**src/rtl/muldiv_share_arbiter.sv**
```systemverilog
`default_nettype none
// ============================================================================
// Module   : muldiv_share_arbiter
// Purpose  : Shares one iterative unsigned multiply/divide engine among
//            NUM_REQ lanes. Lanes are granted round-robin. The engine then
//            runs a shift-add multiply or a restoring divide, one bit per
//            cycle, and returns the result with a one-cycle done pulse for
//            the owning lane.
// Ports    : clk    - core clock
//            reset  - synchronous, active-high reset
//            req    - per-lane request, held until that lane's done
//            op     - per-lane operation (0 = MUL, 1 = DIV)
//            rs, rt - flattened operands, lane i at [i*DATA_BITS +: DATA_BITS]
//            grant  - one-hot engine owner while BUSY
//            busy   - engine occupied
//            done   - one-hot, one-cycle completion pulse
//            result - registered result, held until the next completion
// Options  : MULDIV_ZERO_SHORTCUT_EN - when defined, an operation with a zero
//            operand completes on the capture edge without entering BUSY.
// Revision : 1.0 - initial release
// ============================================================================
module muldiv_share_arbiter #(
    parameter int NUM_REQ   = 4,
    parameter int DATA_BITS = 8
) (
    input  logic                           clk,
    input  logic                           reset,
    input  logic [NUM_REQ-1:0]             req,
    input  logic [NUM_REQ-1:0]             op,
    input  logic [NUM_REQ*DATA_BITS-1:0]   rs,
    input  logic [NUM_REQ*DATA_BITS-1:0]   rt,
    output logic [NUM_REQ-1:0]             grant,
    output logic                           busy,
    output logic [NUM_REQ-1:0]             done,
    output logic [DATA_BITS-1:0]           result
);

    localparam int c_PTR_W = (NUM_REQ > 1) ? $clog2(NUM_REQ) : 1;
    localparam int c_CNT_W = (DATA_BITS > 1) ? $clog2(DATA_BITS) : 1;

    typedef enum logic [0:0] {
        S_IDLE = 1'b0,
        S_BUSY = 1'b1
    } state_t;

    state_t                 r_state,  w_state_nxt;
    logic [NUM_REQ-1:0]     r_grant,  w_grant_nxt;
    logic [NUM_REQ-1:0]     r_done,   w_done_nxt;
    logic [DATA_BITS-1:0]   r_result, w_result_nxt;
    logic [c_PTR_W-1:0]     r_rr_ptr, w_rr_ptr_nxt;
    logic [c_PTR_W-1:0]     r_owner,  w_owner_nxt;
    logic [c_CNT_W-1:0]     r_cnt,    w_cnt_nxt;
    logic                   r_op,     w_op_nxt;
    logic [DATA_BITS-1:0]   r_a,      w_a_nxt;    // multiplicand / dividend (shifted for DIV)
    logic [DATA_BITS-1:0]   r_b,      w_b_nxt;    // multiplier / divisor
    logic [DATA_BITS-1:0]   r_acc,    w_acc_nxt;  // product / quotient
    logic [DATA_BITS-1:0]   r_rem,    w_rem_nxt;  // partial remainder

    // Per-lane operand views
    logic [DATA_BITS-1:0]   w_rs_arr [NUM_REQ];
    logic [DATA_BITS-1:0]   w_rt_arr [NUM_REQ];

    for (genvar g = 0; g < NUM_REQ; g++) begin : g_unpack
        assign w_rs_arr[g] = rs[g*DATA_BITS +: DATA_BITS];
        assign w_rt_arr[g] = rt[g*DATA_BITS +: DATA_BITS];
    end

    // Round-robin winner search
    logic [NUM_REQ-1:0]     w_elig;
    logic                   w_found;
    logic [c_PTR_W-1:0]     w_win;
    logic [c_PTR_W:0]       w_idx;
    logic [NUM_REQ-1:0]     w_win_oh;
    logic [DATA_BITS-1:0]   w_sel_rs;
    logic [DATA_BITS-1:0]   w_sel_rt;
    logic                   w_sel_op;
    logic                   w_shortcut;

    // A lane pulsing done this cycle is excluded so it cannot be re-granted
    // on the same edge.
    assign w_elig = req & ~r_done;

    always_comb begin
        w_found = 1'b0;
        w_win   = '0;
        w_idx   = '0;
        for (int i = 0; i < NUM_REQ; i++) begin
            w_idx = {1'b0, r_rr_ptr} + (c_PTR_W+1)'(i);
            if (w_idx >= (c_PTR_W+1)'(NUM_REQ)) begin
                w_idx = w_idx - (c_PTR_W+1)'(NUM_REQ);
            end
            if (!w_found && w_elig[w_idx[c_PTR_W-1:0]]) begin
                w_found = 1'b1;
                w_win   = w_idx[c_PTR_W-1:0];
            end
        end
    end

    assign w_win_oh = NUM_REQ'(1) << w_win;
    assign w_sel_rs = w_rs_arr[w_win];
    assign w_sel_rt = w_rt_arr[w_win];
    assign w_sel_op = op[w_win];

`ifdef MULDIV_ZERO_SHORTCUT_EN
    assign w_shortcut = (w_sel_rs == '0) || (w_sel_rt == '0);
`else
    assign w_shortcut = 1'b0;
`endif

    function automatic logic [c_PTR_W-1:0] inc_mod(input logic [c_PTR_W-1:0] p);
        return (p == c_PTR_W'(NUM_REQ-1)) ? '0 : p + 1'b1;
    endfunction

    // One iteration of the datapath
    logic [DATA_BITS-1:0]   w_partial;
    logic [DATA_BITS:0]     w_rem_sh;
    logic [DATA_BITS:0]     w_diff;
    logic                   w_fits;
    logic [DATA_BITS-1:0]   w_acc_iter;
    logic [DATA_BITS-1:0]   w_rem_iter;

    assign w_partial  = r_b[r_cnt] ? (r_a << r_cnt) : '0;
    // Restoring divide: bring the next dividend bit (MSB first) into the remainder.
    assign w_rem_sh   = {r_rem, r_a[DATA_BITS-1]};
    assign w_diff     = w_rem_sh - {1'b0, r_b};
    // A zero divisor always "fits", which naturally yields an all-ones quotient.
    assign w_fits     = (w_rem_sh >= {1'b0, r_b});
    assign w_acc_iter = r_op ? {r_acc[DATA_BITS-2:0], w_fits} : (r_acc + w_partial);
    assign w_rem_iter = w_fits ? w_diff[DATA_BITS-1:0] : w_rem_sh[DATA_BITS-1:0];

    always_comb begin
        w_state_nxt  = r_state;
        w_grant_nxt  = r_grant;
        w_done_nxt   = '0;
        w_result_nxt = r_result;
        w_rr_ptr_nxt = r_rr_ptr;
        w_owner_nxt  = r_owner;
        w_cnt_nxt    = r_cnt;
        w_op_nxt     = r_op;
        w_a_nxt      = r_a;
        w_b_nxt      = r_b;
        w_acc_nxt    = r_acc;
        w_rem_nxt    = r_rem;
        case (r_state)
            S_IDLE: begin
                if (w_found) begin
                    if (w_shortcut) begin
                        w_result_nxt = (w_sel_op && (w_sel_rt == '0)) ? '1 : '0;
                        w_done_nxt   = w_win_oh;
                        w_rr_ptr_nxt = inc_mod(w_win);
                    end else begin
                        w_op_nxt    = w_sel_op;
                        w_a_nxt     = w_sel_rs;
                        w_b_nxt     = w_sel_rt;
                        w_acc_nxt   = '0;
                        w_rem_nxt   = '0;
                        w_cnt_nxt   = '0;
                        w_grant_nxt = w_win_oh;
                        w_owner_nxt = w_win;
                        w_state_nxt = S_BUSY;
                    end
                end
            end
            S_BUSY: begin
                w_acc_nxt = w_acc_iter;
                w_rem_nxt = w_rem_iter;
                w_a_nxt   = r_op ? (r_a << 1) : r_a;
                w_cnt_nxt = r_cnt + 1'b1;
                if (r_cnt == c_CNT_W'(DATA_BITS-1)) begin
                    w_result_nxt = w_acc_iter;
                    w_done_nxt   = r_grant;
                    w_grant_nxt  = '0;
                    w_rr_ptr_nxt = inc_mod(r_owner);
                    w_state_nxt  = S_IDLE;
                end
            end
            default: begin
                w_state_nxt = S_IDLE;
                w_grant_nxt = '0;
            end
        endcase
    end

    always_ff @(posedge clk) begin
        if (reset) begin
            r_state  <= S_IDLE;
            r_grant  <= '0;
            r_done   <= '0;
            r_result <= '0;
            r_rr_ptr <= '0;
            r_owner  <= '0;
            r_cnt    <= '0;
            r_op     <= 1'b0;
            r_a      <= '0;
            r_b      <= '0;
            r_acc    <= '0;
            r_rem    <= '0;
        end else begin
            r_state  <= w_state_nxt;
            r_grant  <= w_grant_nxt;
            r_done   <= w_done_nxt;
            r_result <= w_result_nxt;
            r_rr_ptr <= w_rr_ptr_nxt;
            r_owner  <= w_owner_nxt;
            r_cnt    <= w_cnt_nxt;
            r_op     <= w_op_nxt;
            r_a      <= w_a_nxt;
            r_b      <= w_b_nxt;
            r_acc    <= w_acc_nxt;
            r_rem    <= w_rem_nxt;
        end
    end

    assign grant  = r_grant;
    assign busy   = (r_state == S_BUSY);
    assign done   = r_done;
    assign result = r_result;

endmodule
`default_nettype wire

```
**config.mk**
```make
export PLATFORM = sky130hd
export DESIGN_NAME = muldiv_share_arbiter
export DESIGN_NICKNAME = d
export VERILOG_FILES = /design/src/rtl/muldiv_share_arbiter.sv
export SDC_FILE = /design/constraint.sdc
export NUM_CORES = 1
export LEC_CHECK = 0
export CAP_MARGIN = 10
export CORE_UTILIZATION = 58
export CTS_CLUSTER_DIAMETER = 50
export CTS_CLUSTER_SIZE = 20
export DETAILED_ROUTE_END_ITERATION = 6
export DONT_BUFFER_PORTS = 1
export GPL_TIMING_DRIVEN = 0
export HOLD_SLACK_MARGIN = 0.02
export PLACE_DENSITY = 0.84
export SLEW_MARGIN = 20
export SYNTH_ARGS = -nofsm -noshare
export SYNTH_HDL_FRONTEND = slang
export SYNTH_SLANG_ARGS = --single-unit
```
**constraint.sdc**
```tcl
create_clock -name clk -period 2.6 [get_ports clk]
set_input_delay 0.78 -clock clk [delete_from_list [all_inputs] [get_ports clk]]
set_output_delay 0.78 -clock clk [all_outputs]
set_load 0.01 [all_outputs]
```
Run 1, cells colored by class:
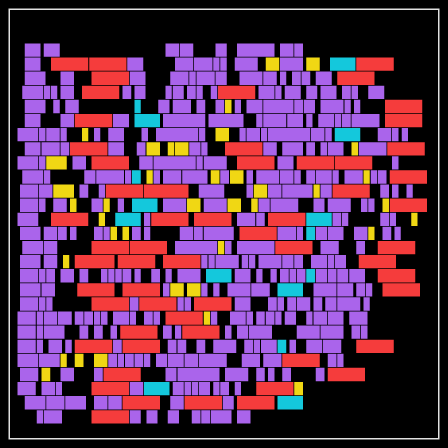
Key: purple = all other logic [cells 360]; red = flip-flops [cells 57]; yellow = other buffers and delay cells [cells 38]; cyan = clock drivers and dummy loads [cells 15]

Run 1, placement density heat map:
The bar under the picture is 20 um long. The die is cut into 8 by 8 equal tiles; black is low, pale yellow is high, 0 to 100% covered.
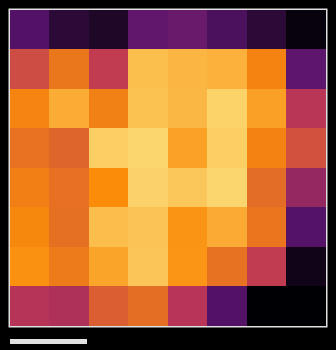
The emptiest ninth of the die: lower right. 38% of the tiles are over 75% full. The mean over all tiles is 60%. The fullest tile reaches 91%.

Run 1, track usage over the die:
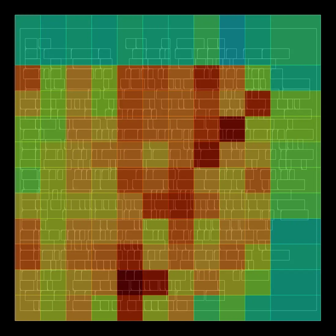
drt wl/cell: 18.36 um
grt met2 use: 53.39%
Final Core Density: 68.70%

Run 1, wires at chosen ports, followed through buffers:
The bar under the picture is 20 um long.
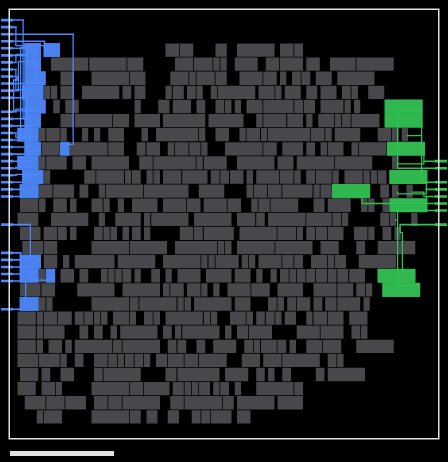
Key: blue = rs [bits 32, direction input, edge left, end cells 17, wire 279 um]; green = result [bits 8, direction output, edge right, end cells 8, wire 130 um]
number of ports placed on the die boundary: 91
total of buffers placed on input and output ports: 0

==> qor.yml, run 1 <==
finalNetCount: 560
violations: "negative setup slack"
buffer_area_share_pct: 4.960
stage_log_warnings: 29
synth.cellmix.adderShare_pct: 7.053
first_pass_grt_wire_length_um: 16000
antenna_left: 0
number_of_buffers_added_by_the_clock_tree_synthesis_step: 9
via_count_of_the_first_global_routing_pass: 3309
drv_slew: 0
estimated_wirelength_of_the_detail_placed_design_um: 7522
finalWeightedCongestion: 0.9196
reg2regPathDepth: 12
post_route_cells_drive_above_1_share_pct: 17.02
seqAreaFraction_pct: 27.37
whs_endpoint: "r_owner[1]$_SDFFE_PP0P_"
core_util_floorplan_pct: 61.70
cell_taking_the_most_area_after_synthesis: "sky130_fd_sc_hd__dfxtp_1"
area_delta_synth_final_pct: 11.34
core_region_area_um2: 6096
globalRouteMet1Util_pct: 40.80
finalClockPeriodUsage_pct: 108.0
antenna_found_initial: 0
post-route-min-period_ns: 2.807
cts_repair_resize_count: 18
cts_num_sinks: 57
chipHeight_um: 82.53
final-instance-count-excl-fill: 545
flop_cell: "sky130_fd_sc_hd__dfxtp_1"
run_status: "finished, violations left"
final.setup.worst_slack_ns: -0.2073
site_row_count: 28
met3_wirelength_um: 783
areal_power_density_over_the_cells_nw_per_um2: 675.6
hold_viol: 0
max_slew_margin_pct: 21.96
grt_setup_unrepaired: "true"
postSynthSeqShare_pct: 30.34
cp_data_required_time_ns: 2.85
timing.final.setup_violations: 8
cp-endpoint: "r_acc[6]$_SDFFE_PP0P_"
register_area_um2: 1146
maxClockFrequency_ghz: 0.3562
number_of_antenna_diodes: 0
==> run 2: changes to the inputs <==
--- a/config.mk
+++ b/config.mk
@@ -8,12 +8,13 @@
 export CAP_MARGIN = 10
 export CORE_UTILIZATION = 58
 export CTS_CLUSTER_DIAMETER = 50
-export CTS_CLUSTER_SIZE = 20
+export CTS_CLUSTER_SIZE = 24
 export DETAILED_ROUTE_END_ITERATION = 6
 export DONT_BUFFER_PORTS = 1
 export GPL_TIMING_DRIVEN = 0
 export HOLD_SLACK_MARGIN = 0.02
 export PLACE_DENSITY = 0.84
+export REMOVE_ABC_BUFFERS = 1
 export SLEW_MARGIN = 20
 export SYNTH_ARGS = -nofsm -noshare
 export SYNTH_HDL_FRONTEND = slang
Run 2, track usage over the die:
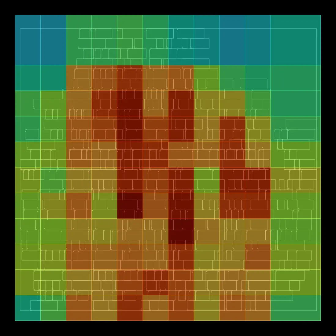
drt wl/cell: 18.03 um
GRT Max-Usage Layer: met2
M3 GR Usage: 7.582%

==> run 2 against run 1 <==
Net effect: highest routed layer unchanged; design area is 0.39% lower; register-to-register slack got worse by 0.04 ns; the flow still finishes with violations (negative setup slack); wire length is 5.8% lower; sequential cell count unchanged; critical path type unchanged; utilization fell by 0.27 points; power is 6.9% higher.
==> qor.yml, run 2 <==
via_count_of_the_first_global_routing_pass: 3198  # -3.4%
portBuffers: 0  # unchanged
chipHeight_um: 82.53  # unchanged
finalNetCount: 537  # -4.1%
met3_wirelength_um: 689  # -12%
design.portCount: 91  # unchanged
number_of_buffers_added_by_the_clock_tree_synthesis_step: 9  # unchanged
cell_taking_the_most_area_after_synthesis: "sky130_fd_sc_hd__dfxtp_1"
cp-endpoint: "result[6]$_SDFFE_PP0P_"
post-route-min-period_ns: 2.850  # +0.04224 ns
number_of_antenna_diodes: 0  # unchanged
first_pass_grt_wire_length_um: 14900  # -6.9%
seqAreaFraction_pct: 27.56  # +0.20 points
post_cts_setup_repair_buffer_count: 10
core_region_area_um2: 6096  # unchanged
post_route_cells_drive_above_1_share_pct: 17.19  # +0.17 points
area_delta_synth_final_pct: 10.91
buffer_area_share_pct: 3.959  # -1.0 points
globalRouteMet1Util_pct: 32.93  # -7.9 points
timing.final.setup_violations: 8  # unchanged
pwr.group.clock_uw: 915
hold_viol: 0  # unchanged
synth.cell_area_um2: 3761
whs_endpoint: "r_owner[1]$_SDFFE_PP0P_"
grt_setup_unrepaired: "true"
stage_log_warnings: 27  # -6.9%
antenna_found_initial: 0  # unchanged
path_cells: "mux4_2 > nand2b_4 > nor3b_2 > ha_2 > fa_2 > a21o_1 > a21oi_2 > o21bai_1 > a21oi_2 > xnor2_1 > nand2_1 > a311oi_1"
final.setup.worst_slack_ns: -0.2495  # -0.04224 ns
postSynthSeqShare_pct: 30.34  # unchanged
reg2regPathDepth: 12  # unchanged
violations: "negative setup slack"
run_status: "finished, violations left"
areal_power_density_over_the_cells_nw_per_um2: 725.3  # +7.4%
cts_num_sinks: 57  # unchanged
antenna_left: 0  # unchanged
drv_slew: 0  # unchanged
estimated_wirelength_of_the_detail_placed_design_um: 6295  # -16%
synth.cellmix.adderShare_pct: 7.053  # unchanged
register_area_um2: 1150  # +0.33%
flop_cell: "sky130_fd_sc_hd__dfxtp_1"
grt_met2_use_pct: 52.89  # -0.50 points
finalClockPeriodUsage_pct: 109.6  # +1.6 points
final-instance-count-excl-fill: 523  # -4.0%
max_slew_margin_pct: 32.31  # +10 points
site_row_count: 28  # unchanged
Run 2, wires at chosen ports, followed through buffers:
The bar under the picture is 20 um long.
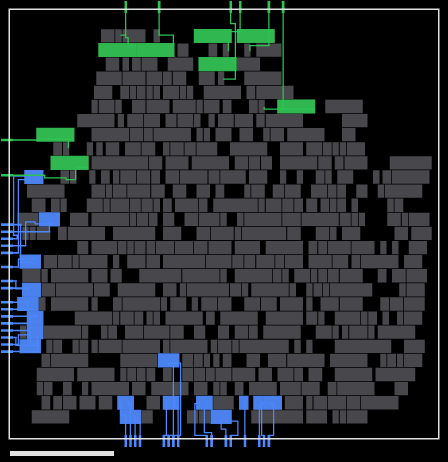
Key: green = result [bits 8, direction output, edge 6 top, 2 left, end cells 8, wire 117 um]; blue = rs [bits 32, direction input, edge 16 left, 16 bottom, end cells 17, wire 253 um]

Power figures rest on the tool's default switching activity, not on a simulated workload.
